**Cells coloured by class**

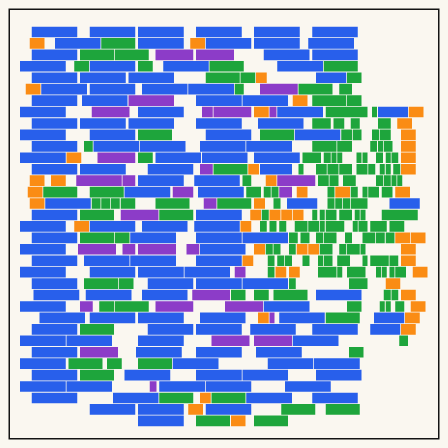
**Register map, names as in the netlist**

Bar = 20 µm. Other sequential cells in the stronger grey, the rest of the logic in the fainter grey.
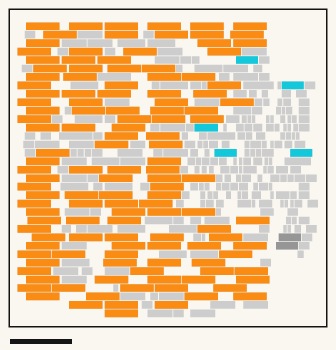
**The metal 3 layer**

Bar = 20 µm.
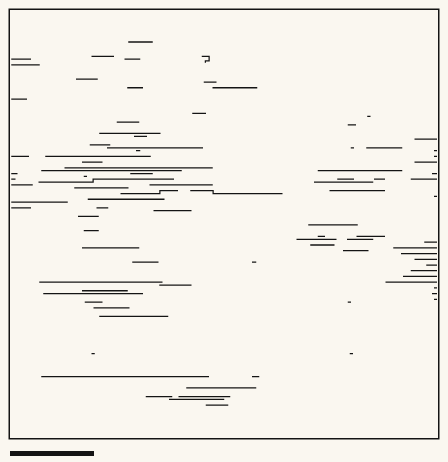
**Placement density heat map**

10 x 10 tiles, from white (low) to dark blue (high), 0 to 100% covered.
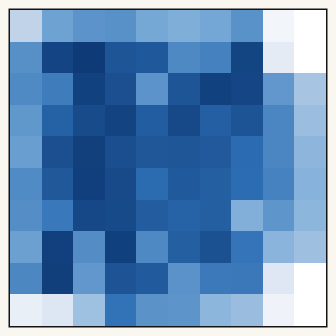
**Cell placement**

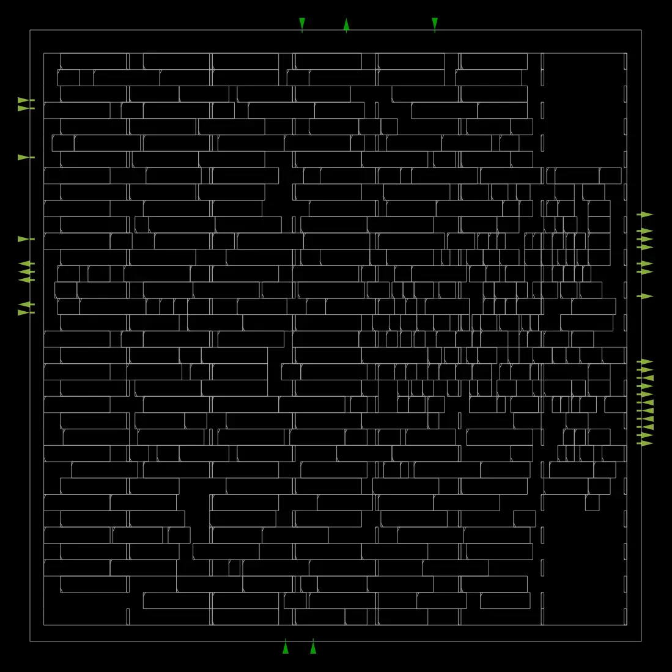
[src/rtl/lifo_stack_if.sv]
// Handshake/status bundle for lifo_stack: the master issues push/pop/clear
// requests, the slave (the stack) reports top-of-stack data and occupancy.
interface lifo_stack_if #(
    parameter int WIDTH = 8,
    parameter int DEPTH = 16
);
    localparam int CW = $clog2(DEPTH + 1);

    logic             push;
    logic             pop;
    logic             clear;
    logic             err_clr;
    logic [WIDTH-1:0] data_in;
    logic [WIDTH-1:0] top_data;
    logic [CW-1:0]    count;
    logic             empty;
    logic             full;
    logic             almost_full;
    logic             overflow;
    logic             underflow;

    modport master (
        output push, pop, clear, err_clr, data_in,
        input  top_data, count, empty, full, almost_full, overflow, underflow
    );

    modport slave (
        input  push, pop, clear, err_clr, data_in,
        output top_data, count, empty, full, almost_full, overflow, underflow
    );
endinterface

[src/rtl/lifo_stack.sv]
// Register-array LIFO with zero-latency top-of-stack read, replace-top on
// simultaneous push+pop, and sticky overflow/underflow flags.
module lifo_stack #(
    parameter int WIDTH    = 8,
    parameter int DEPTH    = 16,
    parameter int AF_LEVEL = DEPTH - 2
) (
    input logic         clk,
    input logic         rst,
    lifo_stack_if.slave bus
);
    localparam int              CW        = $clog2(DEPTH + 1);
    localparam int              AW        = (DEPTH > 1) ? $clog2(DEPTH) : 1;
    localparam logic [CW-1:0]   DEPTH_CNT = CW'(DEPTH);
    localparam logic [CW-1:0]   AF_CNT    = CW'(AF_LEVEL);

    typedef enum logic [1:0] {
        OP_NONE,
        OP_PUSH,
        OP_POP,
        OP_REPLACE
    } op_e;

    logic [WIDTH-1:0] mem [DEPTH];
    logic [CW-1:0]    count;
    logic [CW-1:0]    count_nxt;
    logic             overflow;
    logic             underflow;
    logic             ovf_set;
    logic             udf_set;
    logic             wr_en;
    logic [AW-1:0]    wr_addr;
    logic [AW-1:0]    top_addr;
    logic             is_empty;
    logic             is_full;
    op_e              op;

    assign is_empty = (count == '0);
    assign is_full  = (count == DEPTH_CNT);
    assign top_addr = AW'(count - CW'(1));

    // clear suppresses push/pop; push+pop on an empty stack degrades to a push.
    always_comb begin
        op = OP_NONE;
        if (!bus.clear) begin
            case ({bus.push, bus.pop})
                2'b10:   op = OP_PUSH;
                2'b01:   op = OP_POP;
                2'b11:   op = is_empty ? OP_PUSH : OP_REPLACE;
                default: op = OP_NONE;
            endcase
        end
    end

    always_comb begin
        // NOTE: every output of this block gets a default first so no path leaves it unassigned (no latch).
        count_nxt = bus.clear ? '0 : count;
        wr_en     = 1'b0;
        wr_addr   = top_addr;
        ovf_set   = 1'b0;
        udf_set   = 1'b0;
        case (op)
            OP_PUSH: begin
                if (is_full) begin
                    ovf_set = 1'b1;
                end else begin
                    wr_en     = 1'b1;
                    wr_addr   = AW'(count);
                    count_nxt = count + CW'(1);
                end
            end
            OP_POP: begin
                if (is_empty) begin
                    udf_set = 1'b1;
                end else begin
                    count_nxt = count - CW'(1);
                end
            end
            OP_REPLACE: begin
                wr_en = 1'b1;
            end
            default: ;
        endcase
    end

    // NOTE: storage is deliberately not reset; entries above count are never visible.
    always_ff @(posedge clk) begin
        if (!rst && wr_en) begin
            mem[wr_addr] <= bus.data_in;
        end
    end

    // NOTE: sequential state uses non-blocking assignments only.
    always_ff @(posedge clk) begin
        if (rst) begin
            count     <= '0;
            overflow  <= 1'b0;
            underflow <= 1'b0;
        end else begin
            count     <= count_nxt;
            overflow  <= ovf_set | (overflow & ~bus.err_clr);
            underflow <= udf_set | (underflow & ~bus.err_clr);
        end
    end

    assign bus.top_data    = is_empty ? '0 : mem[top_addr];
    assign bus.count       = count;
    assign bus.empty       = is_empty;
    assign bus.full        = is_full;
    assign bus.almost_full = (count >= AF_CNT);
    assign bus.overflow    = overflow;
    assign bus.underflow   = underflow;
endmodule

[src/flat_wrapper.sv]
// flat-port wrapper written by rule: the top's interface ports become plain ports
module lifo_stack_flat 
#(
    parameter int WIDTH    = 8,
    parameter int DEPTH    = 16,
    parameter int AF_LEVEL = DEPTH - 2
)
  (clk, rst, bus_push, bus_pop, bus_clear, bus_err_clr, bus_data_in, bus_top_data, bus_count, bus_empty, bus_full, bus_almost_full, bus_overflow, bus_underflow);
  lifo_stack_if #(.WIDTH(WIDTH), .DEPTH(DEPTH)) bus_i ();
  input logic clk;
  input logic rst;
  input wire logic [$bits(bus_i.push)-1:0] bus_push;
  input wire logic [$bits(bus_i.pop)-1:0] bus_pop;
  input wire logic [$bits(bus_i.clear)-1:0] bus_clear;
  input wire logic [$bits(bus_i.err_clr)-1:0] bus_err_clr;
  input wire logic [$bits(bus_i.data_in)-1:0] bus_data_in;
  output wire logic [$bits(bus_i.top_data)-1:0] bus_top_data;
  output wire logic [$bits(bus_i.count)-1:0] bus_count;
  output wire logic [$bits(bus_i.empty)-1:0] bus_empty;
  output wire logic [$bits(bus_i.full)-1:0] bus_full;
  output wire logic [$bits(bus_i.almost_full)-1:0] bus_almost_full;
  output wire logic [$bits(bus_i.overflow)-1:0] bus_overflow;
  output wire logic [$bits(bus_i.underflow)-1:0] bus_underflow;
  assign bus_i.push = bus_push;
  assign bus_i.pop = bus_pop;
  assign bus_i.clear = bus_clear;
  assign bus_i.err_clr = bus_err_clr;
  assign bus_i.data_in = bus_data_in;
  assign bus_top_data = bus_i.top_data;
  assign bus_count = bus_i.count;
  assign bus_empty = bus_i.empty;
  assign bus_full = bus_i.full;
  assign bus_almost_full = bus_i.almost_full;
  assign bus_overflow = bus_i.overflow;
  assign bus_underflow = bus_i.underflow;
  lifo_stack #(.WIDTH(WIDTH), .DEPTH(DEPTH), .AF_LEVEL(AF_LEVEL)) u_core (.clk(clk), .rst(rst), .bus(bus_i));
endmodule
[config.mk]
export PLATFORM = sky130hd
export DESIGN_NAME = lifo_stack_flat
export DESIGN_NICKNAME = d
export VERILOG_FILES = /design/src/rtl/lifo_stack_if.sv /design/src/rtl/lifo_stack.sv /design/src/flat_wrapper.sv
export SDC_FILE = /design/constraint.sdc
export NUM_CORES = 1
export LEC_CHECK = 0
export CAP_MARGIN = 20
export CORE_MARGIN = 2
export CORE_UTILIZATION = 60
export CTS_CLUSTER_DIAMETER = 60
export DETAILED_ROUTE_END_ITERATION = 7
export PLACE_DENSITY = 0.82
export SLEW_MARGIN = 25
export SYNTH_ARGS = -nofsm -noshare
export SYNTH_HDL_FRONTEND = slang
export SYNTH_SLANG_ARGS = --single-unit
[constraint.sdc]
create_clock -name clk -period 9.99 [get_ports clk]
set_clock_uncertainty 0.1 [all_clocks]
set_input_delay 2.997 -clock clk [delete_from_list [all_inputs] [get_ports clk]]
set_output_delay 2.997 -clock clk [all_outputs]
set_load 0.1 [all_outputs]
==> metrics.yaml <==
critical_path:
  worstPathMaxFanout: 24
  worstSetupStartpointType: "register"
  crit_required_ps: 6890
  end_kind: "output port"
  path_class: "register to output port"
  arrival_ps: 4210
synth:
  mux_area_frac: 0.1555
  aoi_share: 0.04884
  yosysTopAreaCell: "edfxtp_1"
  synth_cells: 319
  synth_cell_types: 45
  simple_gate_area_frac: 0.06106
  synth_stat.cells: 319
  ys_sh_xor: 0.006324
  synth_adder_area_share: 0.01308
  ys_top_logic_family: "multiplexers"
  ys_warn_count: 0
  flop_cell: "edfxtp_1"
  async_reset_ff_frac: 0
  top_cells_by_count: "128 x edfxtp_1, 32 x mux4_2, 17 x nor3_1"
  syn-num-nets: 339
  synth_top_area_share: 0.6699
  area_leaders: "edfxtp_1 67%, mux4_2 13%, mux2i_1 2.8%"
  numSynthFlops: 135
  syn_area_um2: 5738
  yosys.stat.seqShare: 0.6943
  ys_area_um2: 5738
  syn_area_per_cell_um2: 17.99
pwr:
  power_frac_seq: 0.486
  switching_power_uw: 277.0
  clkPwrFrac: 0.462
  power_frac_comb: 0.052
  power_leakage_nw: 2.157
  ir_drop_v: 0.0001405
  p_total_mw: 1.276
  p_int_uw: 999.4
clock_network:
  cts_setup_buffers: 0
  clk_path_buf_depth: 2
  h-tree-depth: 4
  cts_resized: 0
  cts-root-buf: "clkbuf_8"
  clk_pin_slew_ps: 60
  clock_sinks: 135
  tritoncts: "yes"
  clk_latency_ps: 500
  cts_hold_buf: 0
grt:
  grt_usage: 0.2547
  antenna_found_initial: 0
  grt-ovfl-total: 0
  grt_max_degree: 42
  grt_pass1_wl_um: 18460
  grt_pass1_vias: 3292
final_layout:
  fin_nets: 390
  area.growth.synth_to_final_pct: 18.86
  drive_above_1_share: 0.2251
placed_design:
  dpl.hpwl_um: 7010
  gp_congestion: 0.8885
  dpl-instance-area_um2: 6256
  port_buffers: 31
  pre_cts_slack_ps: 3221
timing:
  tns_ps: 0
  fin_ws_ps: 2684
  min_period_ps: 7306
  setup_viol_count_final: 0
  period_used_share: 0.7314
  hold_viol: 0
  slew-limit-headroom: 0.3269
  max_clock_freq_mhz: 136.9
  slew_viol_final: 0
  rsz0062_at_grt: "false"
  tightestPinTransition_ps: 1007
die:
  ioPinCount: 32
  die_w_um: 101.8
  dieArea_um2: 10360
  die_y_um: 101.8
run:
  max_cap_violations: 0
  warnings: 30
worst_hold_path:
  worstHoldPathType: "register to register"
route:
  drt_iter0_markers: 208
  postRouteAntennaNets: 0
  drc: 0
  first_pass_iters: 6
  wl_per_cell_um: 23.58
  vias_per_cell: 6.204
run_status:
  outcome: "complete, no violations"
Back to the opening pictures, 'cells coloured by class':
[green] remaining logic cells | cells: 167 | share of their area: 25%
[blue] registers | cells: 135 | share of their area: 60%
[orange] remaining buffers and delay cells | cells: 49 | share of their area: 6.7%
[purple] clock drivers and dummy loads | cells: 31 | share of their area: 8.5%
total core area: 9240 µm²
flop share of the area: 0.5843
Final Cell Area: 6820 µm²

Back to the opening pictures, 'register map, names as in the netlist':
[cyan] `u_core.bus.count` | placed flops: 5
[orange] `u_core.mem` | placed flops: 128
not coloured: 2

Back to the opening pictures, 'the metal 3 layer':
longest straight run: 39.6 µm
wire length on this layer: 766 µm
vias: 3170
Routed Wire Length: 12050 µm
GRT met3 Usage: 0.04969

Back to the opening pictures, 'placement density heat map':
mean over tiles: 64%
fullest tile: 96%
nearly empty tiles: 4.0%
tiles over 75% full: 43%
emptiest ninth of the die: bottom right
fp util: 0.6210
Final Core Density: 0.7381

Back to the opening pictures, 'cell placement':
Post-Layout Cell Count: 511
Core Rows: 35
flop count: 135

[registers in the layout, summed over array words and instances, names as in the netlist]
signal / count
u_core.bus.count: 5
u_core.bus.overflow: 1
u_core.bus.underflow: 1
u_core.mem: 128
[power by group through the flow]
| stage | Combinational [mW] | Sequential (mW) | Clock (mW) |
|---|---|---|---|
| after detailed placement | 0.0659 | 0.633 | 0 |
| final | 0.0665 | 0.621 | 0.589 |
| after floorplan | 0.0406 | 0.635 | 0 |
| after global placement | 0.0643 | 0.632 | 0 |
| after global routing | 0.0710 | 0.621 | 0.617 |
| after CTS | 0.0666 | 0.621 | 0.596 |
[per-layer routing]
layer  routed length, µm  GRT usage  vias to the layer above
li1                    -          -                     1416
met1                4684     0.3282                     1586
met2                6257     0.4221                      144
met3                 765    0.04969                       24
met4                 344     0.1195                        0
met5                   0          0                        -
[cells by family after synthesis]
family	count (synthesis)
AOI/OAI and AO/OA	41
xor gates and xnor gates	2
adders and majority gates	6
buffers and inverters	25
DFF	135
muxes	49
and+or+nand+nor	61
[worst max-delay path: stages (launching register included)]
cell and delay [ps]:
dfxtp_1 560, inv_1 170, ha_1 680, buf_4 430, mux4_2 300, mux2i_1 110, o22ai_1 240, clkdlybuf4s50_1 1190
[metrics by stage]
step,utilization,std cells,hold WS (ps)
2_1_floorplan,-,319,985.3
3_3_place_gp,0.6770,480,489.6
3_5_place_dp,0.6770,480,483.2
4_1_cts,0.7381,511,507.8
5_1_grt,0.7381,511,547.2
6_report,0.7381,511,502.2
[worst paths after layout]
check | end | slack [ps] | cells past startpoint | startpoint
max | bus_top_data[0] | 2680 | 7 | u_core.bus.count[1]$_SDFF_PP0_
min | u_core.bus.underflow$_SDFF_PP0_ | 500 | 3 | u_core.bus.underflow$_SDFF_PP0_
max reg2reg | u_core.mem[2][1]$_DFFE_PP_ | 6190 | 10 | u_core.bus.count[1]$_SDFF_PP0_
min reg2reg | u_core.bus.underflow$_SDFF_PP0_ | 500 | 3 | u_core.bus.underflow$_SDFF_PP0_
[cell usage in the layout (no fill, tap or decap), types with 5 or more instances in the layout]
cell type | synthesis | layout
nor2_1 | 10 | 10
o22ai_1 | 8 | 8
a21oi_1 | 9 | 9
nor3_1 | 17 | 17
inv_1 | 8 | 8
buf_4 | 3 | 18
mux2i_1 | 16 | 16
dfxtp_1 | 7 | 6
nand3_1 | 5 | 5
clkdlybuf4s50_1 | 0 | 31
mux4_2 | 32 | 32
clkbuf_16 | 0 | 16
edfxtp_1 | 128 | 128
nand2_1 | 10 | 10
ha_1 | 6 | 6
[area by class of cell]
class                   count  area [µm²]
flip-flops and latches    135        3985
fillers                   545        2420
multi-input cells         159        1634
repair buffers             49       445.4
clock buffers              17       414.1
well taps                 129       161.4
clock inverters            14       150.1
inverters                   8       30.03
Power figures rest on the tool's default switching activity, not on a simulated workload.
